Fig. 1: cell density map
Scale: 2 px per um. 18 x 18 tiles, from dark blue (low) to red (high), 0 to 100% covered.
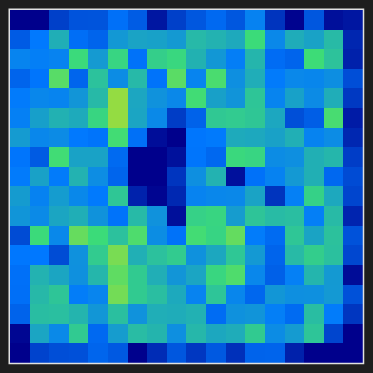
Fig. 2: cells by drive strength
Scale: 2 px per um.
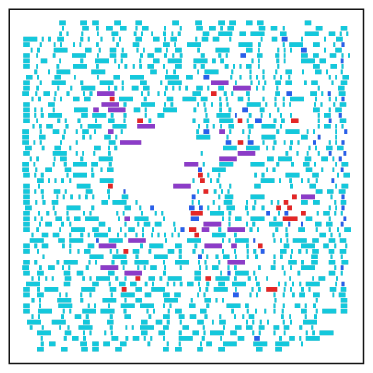
Fig. 3: the metal 1 layer
Scale: 3 px per um. Supply wires on this layer in gray.
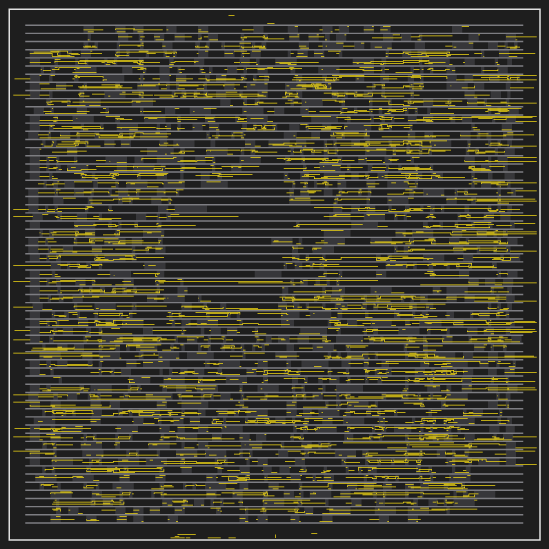
[config.mk]
export PLATFORM = sky130hd
export DESIGN_NAME = lsu_dcache_sched
export DESIGN_NICKNAME = d
export VERILOG_FILES = /design/src/rtl/lsu_dcache_sched.sv
export SDC_FILE = /design/constraint.sdc
export NUM_CORES = 1
export LEC_CHECK = 0
export ABC_AREA = 1
export CELL_PAD_IN_SITES_DETAIL_PLACEMENT = 2
export CELL_PAD_IN_SITES_GLOBAL_PLACEMENT = 2
export CORE_MARGIN = 5
export CORE_UTILIZATION = 21
export DETAILED_ROUTE_END_ITERATION = 16
export GPL_ROUTABILITY_DRIVEN = 0
export PLACE_DENSITY_LB_ADDON = 0.12
export SLEW_MARGIN = 20
export SYNTH_ARGS = -nofsm -noshare
export SYNTH_HDL_FRONTEND = slang
export SYNTH_SLANG_ARGS = --single-unit
[constraint.sdc]
create_clock -name clk -period 3.4 [get_ports clk]
set_clock_uncertainty 0.1 [all_clocks]
set_input_delay 0.85 -clock clk [delete_from_list [all_inputs] [get_ports clk]]
set_output_delay 0.85 -clock clk [all_outputs]
set_load 0.02 [all_outputs]
[src/rtl/lsu_dcache_sched.sv]
`default_nettype none
// +--------------------------------------------------------------------------+
// | lsu_dcache_sched : arbitrates the single dcache port, committed stores   |
// | first, loads otherwise; one outstanding request at a time.               |
// | Revision: 1.0                                                            |
// +--------------------------------------------------------------------------+
module lsu_dcache_sched #(
  parameter int ROB_ADDR_WIDTH = 5,
  parameter int LD_TAG_WIDTH   = 5,
  parameter int CNT_WIDTH      = 16
) (
  input  logic                      clk,
  input  logic                      rst,
  input  logic                      sq_deq_ready,
  input  logic [31:0]               sq_head_addr,
  input  logic [3:0]                sq_head_wmask,
  input  logic [31:0]               sq_head_wdata,
  input  logic [ROB_ADDR_WIDTH-1:0] sq_head_rob,
  input  logic [ROB_ADDR_WIDTH-1:0] rob_head,
  input  logic                      rob_head_valid,
  output logic                      sq_deq_req,
  output logic                      store_done,
  output logic [ROB_ADDR_WIDTH-1:0] store_done_rob,
  input  logic                      ld_valid,
  input  logic [31:0]               ld_addr,
  input  logic [3:0]                ld_rmask,
  input  logic [LD_TAG_WIDTH-1:0]   ld_tag,
  output logic                      ld_ready,
  output logic                      ld_resp_valid,
  output logic [LD_TAG_WIDTH-1:0]   ld_resp_tag,
  output logic [31:0]               ld_resp_rdata,
  input  logic                      flush,
  output logic [31:0]               dmem_addr,
  output logic [3:0]                dmem_rmask,
  output logic [3:0]                dmem_wmask,
  output logic [31:0]               dmem_wdata,
  input  logic [31:0]               dmem_rdata,
  input  logic                      dmem_resp,
  output logic [CNT_WIDTH-1:0]      perf_ld_cnt,
  output logic [CNT_WIDTH-1:0]      perf_st_cnt
);

  localparam logic [1:0] IDLE       = 2'd0;
  localparam logic [1:0] LOAD_WAIT  = 2'd1;
  localparam logic [1:0] STORE_WAIT = 2'd2;
  localparam logic [CNT_WIDTH-1:0] CNT_ONE = {{(CNT_WIDTH-1){1'b0}}, 1'b1};

  logic [1:0]                state_q, state_d;
  logic [31:0]               addr_q, addr_d;
  logic [31:0]               wdata_q, wdata_d;
  logic [3:0]                rmask_q, rmask_d;
  logic [3:0]                wmask_q, wmask_d;
  logic [LD_TAG_WIDTH-1:0]   tag_q, tag_d;
  logic [ROB_ADDR_WIDTH-1:0] rob_q, rob_d;
  logic                      drop_q, drop_d;
  logic [CNT_WIDTH-1:0]      ld_cnt_q, ld_cnt_d;
  logic [CNT_WIDTH-1:0]      st_cnt_q, st_cnt_d;
  logic                      st_ok;

  // Only a store whose ROB entry is at the head (i.e. committing) may write.
  assign st_ok = sq_deq_ready && rob_head_valid && (sq_head_rob == rob_head);

  always_ff @(posedge clk) begin
    if (rst) begin
      state_q  <= IDLE;
      addr_q   <= '0;
      wdata_q  <= '0;
      rmask_q  <= '0;
      wmask_q  <= '0;
      tag_q    <= '0;
      rob_q    <= '0;
      drop_q   <= 1'b0;
      ld_cnt_q <= '0;
      st_cnt_q <= '0;
    end else begin
      state_q  <= state_d;
      addr_q   <= addr_d;
      wdata_q  <= wdata_d;
      rmask_q  <= rmask_d;
      wmask_q  <= wmask_d;
      tag_q    <= tag_d;
      rob_q    <= rob_d;
      drop_q   <= drop_d;
      ld_cnt_q <= ld_cnt_d;
      st_cnt_q <= st_cnt_d;
    end
  end

  always_comb begin
    state_d = state_q;
    addr_d  = addr_q;
    wdata_d = wdata_q;
    rmask_d = rmask_q;
    wmask_d = wmask_q;
    tag_d   = tag_q;
    rob_d   = rob_q;
    drop_d  = drop_q;
    case (state_q)
      IDLE: begin
        drop_d = 1'b0;
        if (st_ok) begin
          addr_d  = sq_head_addr;
          wmask_d = sq_head_wmask;
          wdata_d = sq_head_wdata;
          rob_d   = sq_head_rob;
          rmask_d = '0;
          state_d = STORE_WAIT;
        end else if (ld_valid && !flush) begin
          addr_d  = ld_addr;
          rmask_d = ld_rmask;
          tag_d   = ld_tag;
          wmask_d = '0;
          state_d = LOAD_WAIT;
        end
      end
      LOAD_WAIT: begin
        // A flushed load still owns the port; its response is swallowed.
        if (dmem_resp) begin
          rmask_d = '0;
          drop_d  = 1'b0;
          state_d = IDLE;
        end else if (flush) begin
          drop_d = 1'b1;
        end
      end
      STORE_WAIT: begin
        if (dmem_resp) begin
          wmask_d = '0;
          state_d = IDLE;
        end
      end
      default: begin
        rmask_d = '0;
        wmask_d = '0;
        drop_d  = 1'b0;
        state_d = IDLE;
      end
    endcase
  end

  always_comb begin
    ld_cnt_d = ld_cnt_q;
    st_cnt_d = st_cnt_q;
    if (ld_resp_valid && (ld_cnt_q != '1)) ld_cnt_d = ld_cnt_q + CNT_ONE;
    if (store_done && (st_cnt_q != '1))    st_cnt_d = st_cnt_q + CNT_ONE;
  end

  always_comb begin
    ld_ready      = 1'b0;
    ld_resp_valid = 1'b0;
    sq_deq_req    = 1'b0;
    store_done    = 1'b0;
    case (state_q)
      IDLE:       ld_ready      = !rst && !st_ok && ld_valid && !flush;
      LOAD_WAIT:  ld_resp_valid = !rst && dmem_resp && !drop_q && !flush;
      STORE_WAIT: begin
        store_done = !rst && dmem_resp;
        sq_deq_req = !rst && dmem_resp;
      end
      default: ;
    endcase
    ld_resp_tag    = ld_resp_valid ? tag_q : '0;
    ld_resp_rdata  = ld_resp_valid ? dmem_rdata : '0;
    store_done_rob = store_done ? rob_q : '0;
  end

  assign dmem_addr   = addr_q;
  assign dmem_rmask  = rmask_q;
  assign dmem_wmask  = wmask_q;
  assign dmem_wdata  = wdata_q;
  assign perf_ld_cnt = ld_cnt_q;
  assign perf_st_cnt = st_cnt_q;

endmodule
`default_nettype wire

==> deck_impl_summary.md <==
Flow Results at a Glance

Final timing
  – Final setup fails: 0

Logic synthesis
  – Ys cells: 882
  – Syn Inst Count: 882
  – Post-synthesis average cell area: 6.60 um^2
  – Distinct cells, synth: 29
  – Mapped Area: 0.00582 mm^2

Placement
  – DP Wirelength: 19400 um

Worst setup path
  – Worst-path fanout max: 37
  – Critical path class: input pin to primary output
  – Crit start category: input pin
  – Req. time, crit path: 2.45 ns

Cells and area
  – Fill cell count: 3229
  – # diodes: 0
  – Layout Utilization: 35.3%
  – Area Overhead vs Synth: 67.3%

Clocking
  – Root buffer cell: clkbuf_16
  – Cts repair resizes: 45
  – CTS Sinks: 117
  – Htree depth: 4
  – Cts hold-fix bufs: 0

Worst hold path
  – Hold path depth: 2
  – Worst hold path class: register to register

Run status
  – Status: completed

Drt
  – WL per Instance: 16.0 um
  – TritonRoute pass-1 iters: 4
  – Via count: 6660

Global route
  – Initial antenna violation count: 1
  – Largest net degree at the start of global routing: 90
  – First-pass GRT wire length: 39400 um

Die
  – Core area: 0.0276 mm^2

Pwr
  – NetSw: 1.04 mW

Flow run
  – Max-cap violations: 0
Notes on Fig. 1 above:
mean over tiles = 30%
nearly empty tiles = 4.9%
fullest tile = 61%

Notes on Fig. 2 above:
purple -> _6 and larger  # cells 26, most used clkbuf_16
blue -> _2 cells  # cells 51, most used clkbuf_2
red -> _3 and _4 cells  # cells 25, most used buf_4
cyan -> _0 and _1 cells  # cells 1093, most used clkdlybuf4s50_1

Notes on Fig. 3 above:
longest straight run = 43.0 um
nets with wire on the layer = 1206
share of all routed wire = 40%
main direction = horizontal
wire length on this layer = 10100 um

==> cell type report <==
cell class	instances	area, um^2	area share, %
timing repair buffer	322	3090	31.8
multi-input combinational	606	2810	28.9
sequential	117	2340	24.1
tap	378	473	4.86
inverter	118	443	4.55
clock buffer	17	425	4.37
clock inverter	15	145	1.49
==> kinds of logic (layout without fill, tap and decap cells) <==
kind of cell,count (synthesis),in the layout,share of synthesized area [%]
buffers and inverters,159,472,11.4
adders and majority gates,5,5,1.08
DFF,117,117,40.3
AOI/OAI and AO/OA,164,164,14.9
and+or+nand+nor,419,419,29.6
xor gates and xnor gates,18,18,2.71
==> power by group through the flow <==
| stage | combinational [mW] | sequential [mW] | clock [mW] |
|---|---|---|---|
| final | 0.567 | 1.44 | 1.77 |
| after global routing | 0.629 | 1.45 | 1.89 |
| after CTS | 0.584 | 1.44 | 1.83 |
| after detailed placement | 0.581 | 1.47 | 0 |
| after global placement | 0.574 | 1.47 | 0 |
| after floorplan | 0.174 | 1.52 | 0 |
==> metrics by stage <==
stage	cell area, um^2	TNS [ns]	power [mW]	worst slack [ns]
4_1_cts	9790	0	3.86	0.0593
2_1_floorplan	5820	0	1.70	0.335
3_5_place_dp	9280	-7.39	2.05	-0.210
5_1_grt	9730	0	3.97	0.00189
3_3_place_gp	9280	-4.50	2.05	-0.126
6_report	9730	0	3.78	0.106
==> registers in the layout, indices dropped and copies added (netlist names) <==
name         count
perf_ld_cnt     16
rob_q            5
drop_q           1
dmem_rmask       4
state_q          2
dmem_wmask       4
dmem_wdata      32
perf_st_cnt     16
tag_q            5
dmem_addr       32
==> metal layers <==
layer  part of all wire, %  track usage (%)  vias up
met5                 0.052                0        -
met4                  0.77             2.93        2
met3                   9.6             7.07       16
met2                    49             28.8      201
met1                    40             17.7     3113
li1                      -                -     3328
==> worst max path at each step <==
stage / start / to / slack (ns) / cells after the start
global route: dmem_resp / ld_resp_rdata[22] / 0.002 / 7
CTS: dmem_resp / ld_resp_tag[3] / 0.06 / 7
global placement: flush / ld_resp_rdata[31] / -0.13 / 6
detailed placement: dmem_resp / ld_resp_tag[3] / -0.21 / 7
floorplan: rst / ld_resp_rdata[10] / 0.33 / 6
finish: dmem_resp / ld_resp_rdata[24] / 0.11 / 7
==> worst max-delay path, cell delays in order <==
cell and delay (ns):
clkdlybuf4s50_1 0.52, nand2_2 0.10, nor4_4 0.18, inv_2 0.08
buf_12 0.17, nor2_1 0.12, clkdlybuf4s15_1 0.32
==> synthesized netlist by cell type <==
cell      number  area, um^2
a21oi_2       12         105
xnor2_1        6        52.6
nand3_1       12        60.1
nor3_4         1        16.3
nand3_4        1        17.5
nand4_2        1        12.5
dfxtp_1      117        2340
nor2_2         4        25.0
clkbuf_1      17        63.8
xor2_1        12         105
buf_6          4        45.0
nand3_2        1        10.0
nor2_4         1        11.3
o21ai_0      116         581
nor3b_1        2        15.0
nand4_1       10        62.6
nor2_1       214         803
a21oi_1       36         180
buf_2         15        75.1
nand3b_1       1        7.51
nand2_2        4        25.0
buf_4          5        37.5
nor3_1         5        25.0
inv_2          5        18.8
nand2_1      160         601
ha_1           5        62.6
nor4_4         1        21.3
nand2_4        1        11.3
inv_1        113         424
Power and IR drop assume default switching activity.
